### src/rtl/pwm_pkg.sv
`default_nettype none
// ============================================================================
// Module      : pwm_pkg
// Description : Shared constants, output-mode encoding and helper functions
//               for the 16-channel PWM output stage.
//               Contents:
//                 PWM_CNT_MAX  last value of the 8-bit period counter
//                 DUTY_FULL    duty value that forces a constant-high wave
//                 N_OUT        number of output pins
//                 out_mode_e   per-pin drive mode (off / static / pwm)
// Revision    : 1.0 - initial release
// ============================================================================
package pwm_pkg;

    localparam logic [7:0] PWM_CNT_MAX = 8'd254;
    localparam logic [7:0] DUTY_FULL   = 8'hFF;
    localparam int         N_OUT       = 16;

    // Per-pin drive mode, decoded from the enable and PWM-select bits
    typedef enum logic [1:0] {
        OUT_MODE_OFF    = 2'd0,
        OUT_MODE_STATIC = 2'd1,
        OUT_MODE_PWM    = 2'd2
    } out_mode_e;

    // The enable bit dominates: a disabled pin is low whatever its PWM select
    function automatic out_mode_e out_mode(input logic en_out, input logic en_pwm);
        if (!en_out) begin
            return OUT_MODE_OFF;
        end else if (en_pwm) begin
            return OUT_MODE_PWM;
        end else begin
            return OUT_MODE_STATIC;
        end
    endfunction

    // Prescaler width; a divide-by-1 prescaler still keeps a 1-bit counter
    function automatic int presc_width(input int div);
        return (div > 1) ? $clog2(div) : 1;
    endfunction

endpackage
`default_nettype wire

### src/rtl/pwm_peripheral_if.sv
`default_nettype none
// ============================================================================
// Module      : pwm_peripheral_if
// Description : Configuration and pin bundle of the PWM output stage.
//               master : drives the five configuration registers, observes pins
//               slave  : the output stage itself
//               Signals:
//                 en_reg_out_7_0 / en_reg_out_15_8  [7:0] output enables
//                 en_reg_pwm_7_0 / en_reg_pwm_15_8  [7:0] PWM-mode selects
//                 pwm_duty_cycle                    [7:0] duty in 1/255 units
//                 out                               [15:0] registered pins
//                 period_start                      first-cycle-of-period pulse
// Revision    : 1.0 - initial release
// ============================================================================
interface pwm_peripheral_if;
    import pwm_pkg::*;

    logic [7:0]       en_reg_out_7_0;
    logic [7:0]       en_reg_out_15_8;
    logic [7:0]       en_reg_pwm_7_0;
    logic [7:0]       en_reg_pwm_15_8;
    logic [7:0]       pwm_duty_cycle;
    logic [N_OUT-1:0] out;
    logic             period_start;

    modport master (
        output en_reg_out_7_0,
        output en_reg_out_15_8,
        output en_reg_pwm_7_0,
        output en_reg_pwm_15_8,
        output pwm_duty_cycle,
        input  out,
        input  period_start
    );

    modport slave (
        input  en_reg_out_7_0,
        input  en_reg_out_15_8,
        input  en_reg_pwm_7_0,
        input  en_reg_pwm_15_8,
        input  pwm_duty_cycle,
        output out,
        output period_start
    );

endinterface
`default_nettype wire

### src/rtl/pwm_timebase.sv
`default_nettype none
// ============================================================================
// Module      : pwm_timebase
// Description : Prescaler plus 8-bit period counter shared by all PWM pins.
//               The period counter runs 0..254 so one PWM period spans
//               255 prescaler ticks.
//               Ports:
//                 clk       system clock
//                 rst       synchronous active-high reset
//                 pwm_cnt   [7:0] position inside the current period
//                 tick      prescaler terminal count (counter advances)
//                 boundary  tick on the last count of a period
// Revision    : 1.0 - initial release
// ============================================================================
module pwm_timebase
    import pwm_pkg::*;
#(
    parameter int CLK_DIV = 13
) (
    input  wire logic       clk,
    input  wire logic       rst,
    output logic [7:0]      pwm_cnt,
    output logic            tick,
    output logic            boundary
);

    localparam int                  c_presc_w   = presc_width(CLK_DIV);
    localparam logic [c_presc_w-1:0] c_presc_max = c_presc_w'(CLK_DIV - 1);

    logic [c_presc_w-1:0] r_presc_cnt_q;
    logic [c_presc_w-1:0] w_presc_cnt_d;
    logic [7:0]           r_pwm_cnt_q;
    logic [7:0]           w_pwm_cnt_d;
    logic                 w_tick;
    logic                 w_boundary;

    // With CLK_DIV == 1 the max is 0, so the counter sits at 0 and ticks
    // every cycle.
    always_comb begin
        w_tick        = (r_presc_cnt_q == c_presc_max);
        w_boundary    = w_tick && (r_pwm_cnt_q == PWM_CNT_MAX);
        w_presc_cnt_d = w_tick ? '0 : r_presc_cnt_q + 1'b1;
        w_pwm_cnt_d   = r_pwm_cnt_q;
        if (w_tick) begin
            w_pwm_cnt_d = (r_pwm_cnt_q == PWM_CNT_MAX) ? 8'd0 : r_pwm_cnt_q + 8'd1;
        end
    end

    always_ff @(posedge clk) begin
        if (rst) begin
            r_presc_cnt_q <= '0;
            r_pwm_cnt_q   <= 8'd0;
        end else begin
            r_presc_cnt_q <= w_presc_cnt_d;
            r_pwm_cnt_q   <= w_pwm_cnt_d;
        end
    end

    assign pwm_cnt  = r_pwm_cnt_q;
    assign tick     = w_tick;
    assign boundary = w_boundary;

endmodule
`default_nettype wire

### src/rtl/pwm_peripheral.sv
`default_nettype none
// ============================================================================
// Module      : pwm_peripheral
// Description : 16-pin output stage. Each pin is forced low, driven static
//               high, or follows a shared PWM waveform. The duty cycle is
//               shadowed and only updated at period boundaries so a running
//               waveform never glitches.
//               Ports:
//                 clk   system clock
//                 rst   synchronous active-high reset
//                 bus   pwm_peripheral_if.slave (config registers in,
//                       out[15:0] and period_start out)
// Revision    : 1.0 - initial release
// ============================================================================
module pwm_peripheral
    import pwm_pkg::*;
#(
    parameter int CLK_DIV = 13
) (
    input  wire logic        clk,
    input  wire logic        rst,
    pwm_peripheral_if.slave  bus
);

    logic [7:0]       w_pwm_cnt;
    logic             w_tick;
    logic             w_boundary;
    logic             w_duty_load;

    logic [N_OUT-1:0] w_en_out;
    logic [N_OUT-1:0] w_en_pwm;
    out_mode_e        w_mode [N_OUT];

    logic [7:0]       r_duty_sh_q;
    logic [7:0]       w_duty_sh_d;
    logic             w_pwm_sig;
    logic [N_OUT-1:0] r_out_q;
    logic [N_OUT-1:0] w_out_d;
    logic             r_period_start_q;
    logic             w_period_start_d;

    pwm_timebase #(
        .CLK_DIV (CLK_DIV)
    ) u_timebase (
        .clk      (clk),
        .rst      (rst),
        .pwm_cnt  (w_pwm_cnt),
        .tick     (w_tick),
        .boundary (w_boundary)
    );

    assign w_en_out = {bus.en_reg_out_15_8, bus.en_reg_out_7_0};
    assign w_en_pwm = {bus.en_reg_pwm_15_8, bus.en_reg_pwm_7_0};

    // boundary already implies tick; qualifying with tick keeps the shadow
    // load tied to a prescaler edge by construction.
    assign w_duty_load = w_tick && w_boundary;

    generate
        for (genvar gi = 0; gi < N_OUT; gi++) begin : g_out_mode
            assign w_mode[gi] = out_mode(w_en_out[gi], w_en_pwm[gi]);
        end
    endgenerate

    always_comb begin
        // The duty written on the boundary cycle itself is the one captured
        w_duty_sh_d      = w_duty_load ? bus.pwm_duty_cycle : r_duty_sh_q;
        // 255 must be solid high: the counter never reaches 255, so a plain
        // compare would leave one low step per period.
        w_pwm_sig        = (r_duty_sh_q == DUTY_FULL) || (w_pwm_cnt < r_duty_sh_q);
        w_period_start_d = w_boundary;
        w_out_d          = '0;
        for (int i = 0; i < N_OUT; i++) begin
            case (w_mode[i])
                OUT_MODE_STATIC: w_out_d[i] = 1'b1;
                OUT_MODE_PWM:    w_out_d[i] = w_pwm_sig;
                default:         w_out_d[i] = 1'b0;
            endcase
        end
    end

    always_ff @(posedge clk) begin
        if (rst) begin
            r_duty_sh_q      <= 8'd0;
            r_out_q          <= '0;
            r_period_start_q <= 1'b0;
        end else begin
            r_duty_sh_q      <= w_duty_sh_d;
            r_out_q          <= w_out_d;
            r_period_start_q <= w_period_start_d;
        end
    end

    assign bus.out          = r_out_q;
    assign bus.period_start = r_period_start_q;

endmodule
`default_nettype wire

### src/flat_wrapper.sv
// flat-port wrapper written by rule: the top's interface ports become plain ports
module pwm_peripheral_flat import pwm_pkg::*;
#(
    parameter int CLK_DIV = 13
)
  (clk, rst, bus_en_reg_out_7_0, bus_en_reg_out_15_8, bus_en_reg_pwm_7_0, bus_en_reg_pwm_15_8, bus_pwm_duty_cycle, bus_out, bus_period_start);
  pwm_peripheral_if bus_i ();
  input  wire logic clk;
  input  wire logic rst;
  input wire logic [$bits(bus_i.en_reg_out_7_0)-1:0] bus_en_reg_out_7_0;
  input wire logic [$bits(bus_i.en_reg_out_15_8)-1:0] bus_en_reg_out_15_8;
  input wire logic [$bits(bus_i.en_reg_pwm_7_0)-1:0] bus_en_reg_pwm_7_0;
  input wire logic [$bits(bus_i.en_reg_pwm_15_8)-1:0] bus_en_reg_pwm_15_8;
  input wire logic [$bits(bus_i.pwm_duty_cycle)-1:0] bus_pwm_duty_cycle;
  output wire logic [$bits(bus_i.out)-1:0] bus_out;
  output wire logic [$bits(bus_i.period_start)-1:0] bus_period_start;
  assign bus_i.en_reg_out_7_0 = bus_en_reg_out_7_0;
  assign bus_i.en_reg_out_15_8 = bus_en_reg_out_15_8;
  assign bus_i.en_reg_pwm_7_0 = bus_en_reg_pwm_7_0;
  assign bus_i.en_reg_pwm_15_8 = bus_en_reg_pwm_15_8;
  assign bus_i.pwm_duty_cycle = bus_pwm_duty_cycle;
  assign bus_out = bus_i.out;
  assign bus_period_start = bus_i.period_start;
  pwm_peripheral #(.CLK_DIV(CLK_DIV)) u_core (.clk(clk), .rst(rst), .bus(bus_i));
endmodule
### config.mk
export PLATFORM = sky130hd
export DESIGN_NAME = pwm_peripheral_flat
export DESIGN_NICKNAME = d
export VERILOG_FILES = /design/src/rtl/pwm_pkg.sv /design/src/rtl/pwm_peripheral_if.sv /design/src/rtl/pwm_timebase.sv /design/src/rtl/pwm_peripheral.sv /design/src/flat_wrapper.sv
export SDC_FILE = /design/constraint.sdc
export NUM_CORES = 1
export LEC_CHECK = 0
export CORE_MARGIN = 3
export CORE_UTILIZATION = 44
export DETAILED_ROUTE_END_ITERATION = 10
export PLACE_DENSITY = 0.79
export SETUP_SLACK_MARGIN = 0.02
export SYNTH_ARGS = -nofsm -noshare
export SYNTH_HDL_FRONTEND = slang
export SYNTH_SLANG_ARGS = --single-unit
### constraint.sdc
create_clock -name clk -period 2.4 [get_ports clk]
set_clock_uncertainty 0.05 [all_clocks]
set_input_delay 0.48 -clock clk [delete_from_list [all_inputs] [get_ports clk]]
set_output_delay 0.48 -clock clk [all_outputs]
set_load 0.01 [all_outputs]
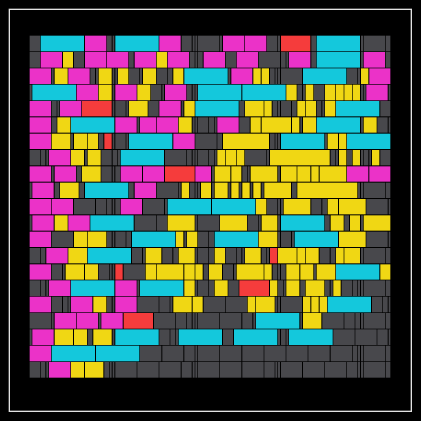
**Above:** run 1 (placed cells, one colour a class).
Scale: 6 px per um. Fill, decap, tap and diode cells in grey.
legend:
  flops:
    colour: cyan
    cells: 37
    share_of_their_area: 33%
  combinational and other logic:
    colour: yellow
    cells: 124
    share_of_their_area: 38%
  clock drivers and dummy loads:
    colour: red
    cells: 8
    share_of_their_area: 3.5%
  other buffers and delay cells:
    colour: magenta
    cells: 60
    share_of_their_area: 26%

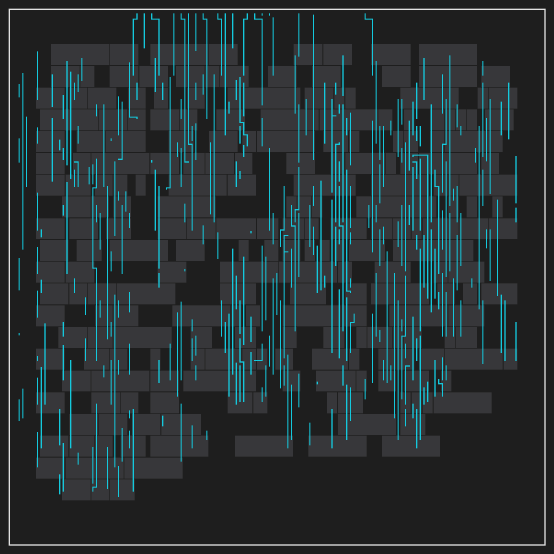
**Above:** run 1 (M2 wires).
Scale: 8 px per um. Cells faint in the background.
longest straight run: 22.8 um
wire length on this layer: 1810 um
share of all routed wire: 49%
vias: 1377
met2 Resource Use GR: 32.55%
final wirelength: 3691 um

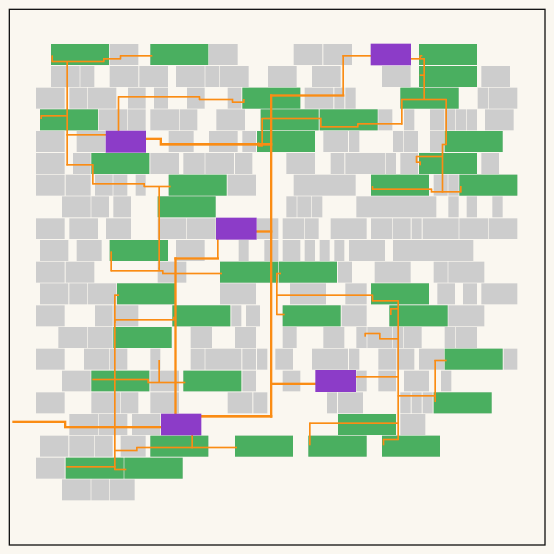
**Above:** run 1 (clock distribution).
Scale: 8 px per um.
legend:
  clock drivers:
    colour: purple
    count: 5
  flip-flops:
    colour: green
    count: 37
  clock wires:
    colour: orange
    length: 478 um
flops lie: spread over the die
routed clock nets: 6
clock-net power: 417 uW
Clock power frac: 35.0%
clk latency late pin: 290 ps

==> flow_metrics.env, run 1 <==
# yosys + openroad results
export IMPL_top_area_cell="dfxtp_1"
export IMPL_ys_async_sr_fraction_pct=0
export IMPL_fin_cells=275
export IMPL_grtUsageTotal_pct=19.04
export IMPL_start_kind="flop"
export IMPL_worstPathCellList="ha_1 > o21a_1 > o22ai_1 > o32ai_4 > buf_4 > a21oi_1"
export IMPL_ys_ff=37
export IMPL_min_path_type="flop to flop"
export IMPL_clockBufferDepth=2
export IMPL_fin_area_um2=2326
export IMPL_portBuffers=58
export IMPL_post_cts_buffers=0
export IMPL_wl_met3_um=378
export IMPL_vias_per_cell=5.007
export IMPL_lay_top_cells="clkdlybuf4s50_1, dfxtp_1, nand2b_1"
export IMPL_cts_root_buf="clkbuf_8"
export IMPL_r2r_slack_ps=590
export IMPL_finalHoldViolations=0
export IMPL_worstSetupPathType="flop to flop"
export IMPL_drive_gt1_share_pct=9.607
export IMPL_setup_viol=0
export IMPL_ys_seq_share_pct=45.57
export IMPL_n_antenna_cell=0
export IMPL_synth_area_per_cell_um2=9.791
export IMPL_lay_top_count="clkdlybuf4s50_1"
export IMPL_path_max_fanout=16
export IMPL_ys_cells=166
export IMPL_warning_count=28
export IMPL_cts_tree="yes"
export IMPL_die_x_um=66.78
export IMPL_path_clk_slew_ps=70
export IMPL_setup_tns_ps=0
export IMPL_required_ps=2520
export IMPL_coreArea_um2=3442
export IMPL_period_needed_ps=1811
export IMPL_top_cell="dfxtp_1"
export IMPL_dpl_hpwl_um=2972
export IMPL_p_leak_uw=0.0008417
export IMPL_synth_distinct_cells=31
export IMPL_yosysTopAreaCellShare_pct=45.57
export IMPL_ys_chip_area_um2=1625
export IMPL_crit_path_end_kind="flop"
export IMPL_mappedNetlistNets=219
export IMPL_fin_nets=281
export IMPL_gp_congestion=0.8004
export IMPL_wl_per_cell_um=13.42
export IMPL_wl_met1_um=1439
export IMPL_drc=0
export IMPL_worst_pin_slew_ps=467.4
export IMPL_syn_to_final_growth_pct=43.11
export IMPL_place_ws_ps=363.4
export IMPL_dieHeight_um=66.78
export IMPL_io_pins=59
export IMPL_setup_ws_ps=588.7
export IMPL_yosys_warnings=0
export IMPL_syn_inst=166
export IMPL_maxSlewViolCount=0
export IMPL_hold_ws_ps=448.6
export IMPL_cts_sinks=37
export IMPL_outcome="completed"
export IMPL_yosys_top_cells_area="dfxtp_1, ha_1, nand2b_1"
export IMPL_dp_cells=267
export IMPL_drv_cap=0
export IMPL_h_tree_depth=2
export IMPL_top_layer="met4"
export IMPL_maxSlewHeadroom_pct=68.61
export IMPL_fp_util_pct=47.22
export IMPL_antenna_found_initial=0
export IMPL_ir_drop_v=0.0004225
export IMPL_common_cells="dfxtp_1, nand2b_1, a21oi_1"
export IMPL_grt_max_degree=17
export IMPL_comb_area_um2=810.8
export IMPL_placed_cell_area_um2=2246
export IMPL_synthFlopType="dfxtp_1"
export IMPL_firstDrtPassIters=4
export IMPL_drt_iter0_drc=62
export IMPL_overflow=0
export IMPL_fill_cells=279
export IMPL_critical_path_arrival_ps=1930
export IMPL_num_rows=21
export IMPL_cts_made_buffers=5
export IMPL_synth_area_um2=1625
run 1: cell families (layout without fill, tap and decap cells):
logic type      count (synthesis)  in the layout  synth area share, %
flops                          37             37                45.57
fa+ha+maj                      11             11                8.468
compound gates                 38             38                17.55
simple gates                   57             57                20.09
buf+inv                        16             79                4.542
xor+xnor                        7              7                3.772
run 1: final timing paths:
kind,from,end,depth (start not counted)
max,u_core.u_timebase.pwm_cnt[2],u_core.bus.out[15],6
min,u_core.u_timebase.r_presc_cnt_q[0],u_core.u_timebase.r_presc_cnt_q[0],1
max reg2reg,u_core.u_timebase.pwm_cnt[2],u_core.bus.out[15],6
min reg2reg,u_core.u_timebase.r_presc_cnt_q[0],u_core.u_timebase.r_presc_cnt_q[0],1
run 1: worst max-delay path: cells and delay by family (launching register included):
| kind | cells | cell delay (ps) |
|---|---|---|
| adders and majority gates | 1 | 250 |
| DFF | 1 | 440 |
| AOI/OAI and AO/OA | 4 | 650 |
| buffers and inverters | 1 | 290 |
run 1: cell type report:
cell class	count	area share, %
Multi-Input combinational cell	113	34.86
Inverter	11	1.775
Tap cell	46	2.474
Sequential cell	37	31.85
Clock buffer	8	3.443
Timing Repair Buffer	60	25.61
run 1: state kept, by name, summed over array words and instances, names as in the netlist:
name,count
u_core.bus.out,16
u_core.r_duty_sh_q,8
u_core.u_timebase.pwm_cnt,8
u_core.u_timebase.r_presc_cnt_q,4
u_core.bus.period_start,1
run 1: report_power, final:
group	internal (uW)	total (uW)	leakage (uW)	switching [uW]
clock	206	417	0.0000395	211
combinational	94.9	139	0.000501	43.7
sequential	629	636	0.000301	7.06
total	930	1190	0.000842	262
run 1: layer usage:
metal  global-route usage, %  vias up
li1                        -      692
met1                   19.71      631
met2                   32.55       47
met3                   9.949        7
met4                   6.853        0
met5                       0        -
## Run 2: what changed since run 1
CORE_UTILIZATION = 40   (was 44)
PLACE_DENSITY = 0.76   (was 0.79)
clock period = 1.5 ns   (was 2.4 ns; I/O delays follow)
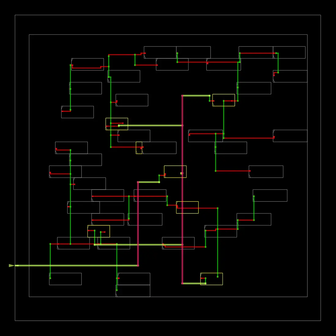
**Above:** run 2 (the clock network).
clock-net power: 699 uW
number of buffers created by CTS: 5

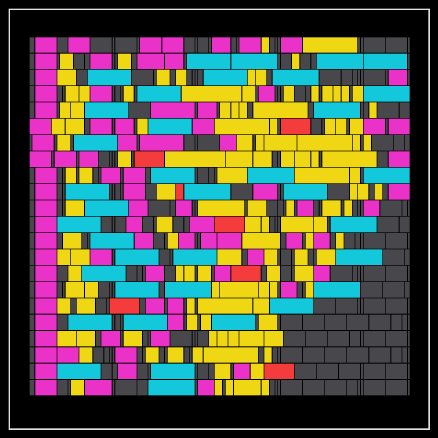
**Above:** run 2 (placed cells, one colour a class).
Scale: 6 px per um. Fill, decap, tap and diode cells in grey.
Finished Cell Area: 2680 um^2
Core Footprint: 3799 um^2

==> run 2 against run 1 <==
Against the previous run: the run now ends with setup timing left; core utilization up 3.0 points; non-clock buffer count is 21 higher; global-route usage shrank 1.5 points; synthesized cell count unchanged; largest power group unchanged; highest routed layer unchanged.
==> flow_metrics.env, run 2 <==
# yosys + openroad results
export IMPL_syn_to_final_growth_pct=64.90
export IMPL_antenna_found_initial=0
export IMPL_ys_async_sr_fraction_pct=0
export IMPL_critical_path_arrival_ps=1690
export IMPL_cts_root_buf="clkbuf_8"
export IMPL_fin_cells=297
export IMPL_drive_gt1_share_pct=31.73
export IMPL_yosysTopAreaCellShare_pct=45.57
export IMPL_mappedNetlistNets=219
export IMPL_worstSetupPathType="flop to flop"
export IMPL_dp_cells=290
export IMPL_dieHeight_um=69.75
export IMPL_maxSlewHeadroom_pct=78.83
export IMPL_grtUsageTotal_pct=17.54
export IMPL_fill_cells=289
export IMPL_yosys_warnings=0
export IMPL_min_from="u_core.r_duty_sh_q[2]"
export IMPL_warning_count=31
export IMPL_violations="setup timing"
export IMPL_intPower_uw=1530
export IMPL_gp_congestion=0.7698
export IMPL_firstDrtPassIters=4
export IMPL_worstPathCellList="inv_2 > ha_4 > nand4_1 > o32ai_4 > buf_12 > a21oi_1"
export IMPL_path_clk_slew_ps=70
export IMPL_fp_util_pct=42.79
export IMPL_top_cell="dfxtp_1"
export IMPL_setup_viol=16
export IMPL_setup_ws_ps=-63.10
export IMPL_cts_sinks=37
export IMPL_yosys_top_cells_area="dfxtp_1, ha_1, nand2b_1"
export IMPL_period_needed_ps=1563
export IMPL_crit_path_start="u_core.r_duty_sh_q[4]"
export IMPL_fin_nets=302
export IMPL_outcome="finished with violations"
export IMPL_maxSlewViolCount=0
[run 2: netlist changes by cell type in the layout (fill, tap and decap cells not counted), moves of 3 or more]
cell / before / now
buf_4: 2 / 18
buf_6: 0 / 3
clkdlybuf4s50_1: 58 / 41
dfxtp_1: 37 / 24
dfxtp_2: 0 / 13
dlygate4sd2_1: 0 / 15
ha_1: 11 / 1
ha_4: 0 / 8
inv_1: 11 / 4
inv_2: 0 / 7
[run 2: critical path, delay by kind of cell (launching register included)]
family                   cells  cell delay [ps]
AND/OR/NAND/NOR              1              150
adder cells (fa/ha/maj)      1              250
AND-OR/OR-AND                2              400
flip-flops                   1              340
buffers and inverters        2              240
[run 2: per-layer routing]
layer  global-route usage [%]  vias up  wire length (um)
met4                    6.809        0                61
met2                    30.40       58              1882
met5                        0        -                 0
li1                         -      736                 -
met3                    8.696        7               440
met1                    18.04      659              1626
[run 2: cell type report]
class | instances | share of cell area [%]
clock buffers | 7 | 3.221
multi-input cells | 113 | 35.81
flip-flops and latches | 37 | 28.24
repair buffers | 81 | 28.94
well taps | 48 | 2.241
inverters | 11 | 1.541
[run 2: cell families (layout without fill, tap and decap cells)]
family                   count (synthesis)  in the layout  share of synthesized area, %
AND-OR/OR-AND                           38             38                         17.55
flip-flops                              37             37                         45.57
buffers and inverters                   16             99                         4.542
AND/OR/NAND/NOR                         57             57                         20.09
adder cells (fa/ha/maj)                 11             11                         8.468
XOR/XNOR                                 7              7                         3.772
[run 2: final timing paths]
kind                           endpoint  slack (ps)  depth (start not counted)
setup / recovery      u_core.bus.out[3]         -60                          6
hold / removal    u_core.r_duty_sh_q[2]         440                          2
setup reg to reg      u_core.bus.out[3]         -60                          6
hold reg to reg   u_core.r_duty_sh_q[2]         440                          2
## Run 3: what changed since run 2
MAX_ROUTING_LAYER = met4   (was default)
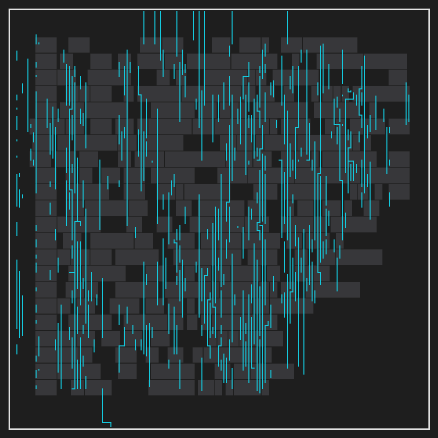
**Above:** run 3 (M2 wires).
Scale: 6 px per um. Cells faint in the background.
share of all routed wire: 47%
nets with wire on the layer: 251

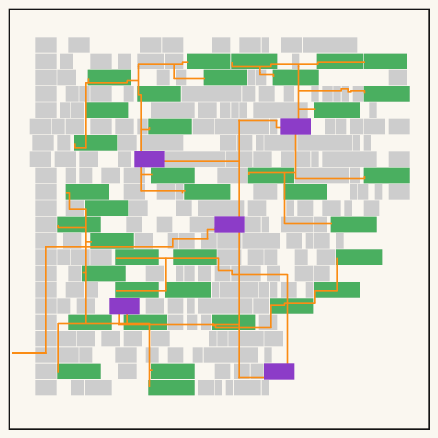
**Above:** run 3 (clock distribution).
Scale: 6 px per um.
legend:
  flip-flops:
    colour: green
    count: 37
  clock drivers:
    colour: purple
    count: 5
  clock wires:
    colour: orange
    length: 493 um
flops lie: spread over the die
routed clock nets: 6

==> run 3 against run 2 <==
Against the previous run: the flow still finishes with violations (setup timing); synthesized cell count is the same; via count is 0.21% higher; worst hold slack gained 2.4 ps; critical path type unchanged.
==> flow_metrics.env, run 3 <==
# yosys + openroad results
export IMPL_intPower_uw=1530
export IMPL_cts_made_buffers=5
export IMPL_ys_async_sr_fraction_pct=0
export IMPL_crit_family="AND-OR/OR-AND gates"
export IMPL_synth_xor_area_share_pct=3.772
export IMPL_post_synth_main_logic_family="simple AND/OR/NAND/NOR gates"
export IMPL_p_clk_uw=703
export IMPL_period_needed_ps=1565
export IMPL_grt_busiest_layer="met2"
export IMPL_grtUsageMet3_pct=5.652
export IMPL_antenna_found_initial=0
export IMPL_coreArea_um2=3799
export IMPL_yosysTopAreaCellShare_pct=45.57
export IMPL_top_layer="met4"
export IMPL_synth_distinct_cells=31
export IMPL_top_cell="dfxtp_1"
export IMPL_violations="setup timing"
export IMPL_cts_sinks=37
export IMPL_r2r_end="u_core.bus.out[15]"
export IMPL_synth_area_um2=1625
export IMPL_outcome="finished with violations"
export IMPL_yosys_warnings=0
export IMPL_drive_gt1_share_pct=31.73
export IMPL_h_tree_depth=2
export IMPL_r2r_slack_ps=-60
export IMPL_ys_sh_aoi_pct=17.55
export IMPL_synth_area_per_cell_um2=9.791
export IMPL_fin_nets=302
export IMPL_wl_met1_um=1797
export IMPL_vias_per_cell=4.926
export IMPL_fp_util_pct=42.79
export IMPL_maxSlewHeadroom_pct=78.83
export IMPL_cp_num_buf_inv=2
export IMPL_maxSlewViolCount=0
export IMPL_crit_path_start="u_core.r_duty_sh_q[4]"
export IMPL_fin_area_um2=2680
export IMPL_setup_ws_ps=-64.99
export IMPL_firstDrtPassIters=4
export IMPL_wl_met2_um=1879
export IMPL_endpoint="u_core.bus.out[15]"
export IMPL_grtUsageTotal_pct=18.02
export IMPL_slowest_stage="dfxtp_2"
export IMPL_cp_depth=6
export IMPL_ys_sh_mux_pct=0
export IMPL_met1_usage_pct=19.91
export IMPL_ys_sh_adder_pct=8.468
export IMPL_cts_root_buf="clkbuf_8"
export IMPL_met2_usage_pct=30.40
export IMPL_p_per_area_nw_per_um2=731.5
export IMPL_path_clk_slew_ps=70
export IMPL_worstPathCellList="inv_2 > ha_4 > nand4_1 > o32ai_4 > buf_12 > a21oi_1"
export IMPL_gp_congestion=0.7801
export IMPL_setup_viol=16
export IMPL_wl_met3_um=291
export IMPL_mappedNetlistNets=219
export IMPL_die_x_um=69.75
export IMPL_critical_path_arrival_ps=1690
export IMPL_required_ps=1630
export IMPL_fill_cells=289
export IMPL_yosys_top_cells_area="dfxtp_1, ha_1, nand2b_1"
export IMPL_syn_to_final_growth_pct=64.90
export IMPL_dieHeight_um=69.75
export IMPL_warning_count=31
export IMPL_r2r_cells=6
export IMPL_simple_gate_share_pct=20.09
export IMPL_worstSetupPathType="flop to flop"
[run 3: repair_timing]
action,CTS,global route
pin swaps,3,4
hold buffers,0,0
gates cloned,0,0
setup endpoints to repair,43,33
setup buffers,0,0
gates resized,35,9
[run 3: metrics by stage]
step	hold WS [ps]	setup WS (ps)	power [uW]	instances	setup TNS, ps
detailed placement	431.9	-126.1	1283	290	-2362
global placement	422.1	-125.3	1278	290	-1368
global route	470.2	-130.2	2034	297	-2198
CTS	446.7	-69.19	1963	297	-849.8
floorplan	333.6	-34.06	1106	166	-340.6
finish	447.0	-64.99	1961	297	-781.0
[run 3: worst min-delay path by stage]
| stage | end | slack, ps | startpoint | cells after the start |
|---|---|---|---|---|
| 2_1_floorplan | u_core.bus.out[11] | 330 | bus_en_reg_pwm_15_8[3] | 1 |
| 3_3_place_gp | u_core.r_duty_sh_q[4] | 420 | u_core.r_duty_sh_q[4] | 2 |
| 3_5_place_dp | u_core.r_duty_sh_q[4] | 430 | u_core.r_duty_sh_q[4] | 2 |
| 4_1_cts | u_core.r_duty_sh_q[2] | 450 | u_core.r_duty_sh_q[2] | 2 |
| 5_1_grt | u_core.r_duty_sh_q[2] | 470 | u_core.r_duty_sh_q[2] | 2 |
| 6_report | u_core.r_duty_sh_q[2] | 450 | u_core.r_duty_sh_q[2] | 2 |
[run 3: cell type report]
cell class / instances / area [um^2] / share of cell area, %
multi-input cells: 113 / 959.7 / 35.81
repair buffers: 81 / 775.7 / 28.94
flip-flops and latches: 37 / 757.0 / 28.24
clock buffers: 7 / 86.33 / 3.221
well taps: 48 / 60.06 / 2.241
inverters: 11 / 41.29 / 1.541

==> layout pictures side by side <==
Wires at chosen ports, followed through buffers.
Scale: 6 px per um.
panel A
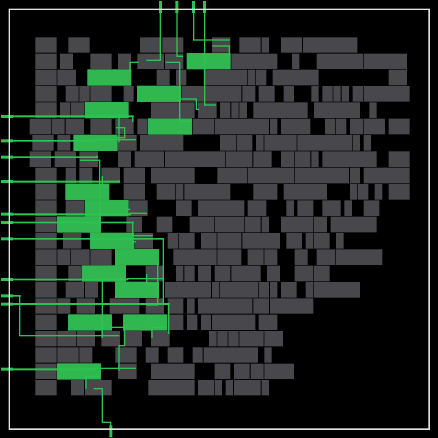
panel B
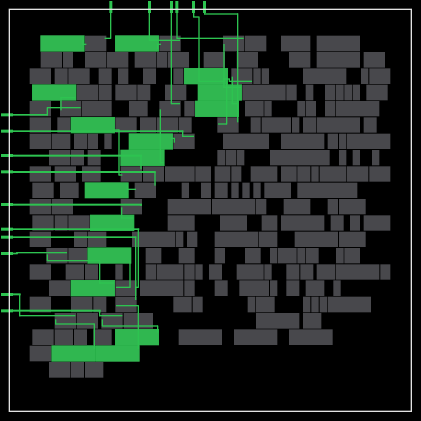
For run 2, see panel A.
For run 1, see panel B.

Power is estimated from default activity; no workload was simulated.
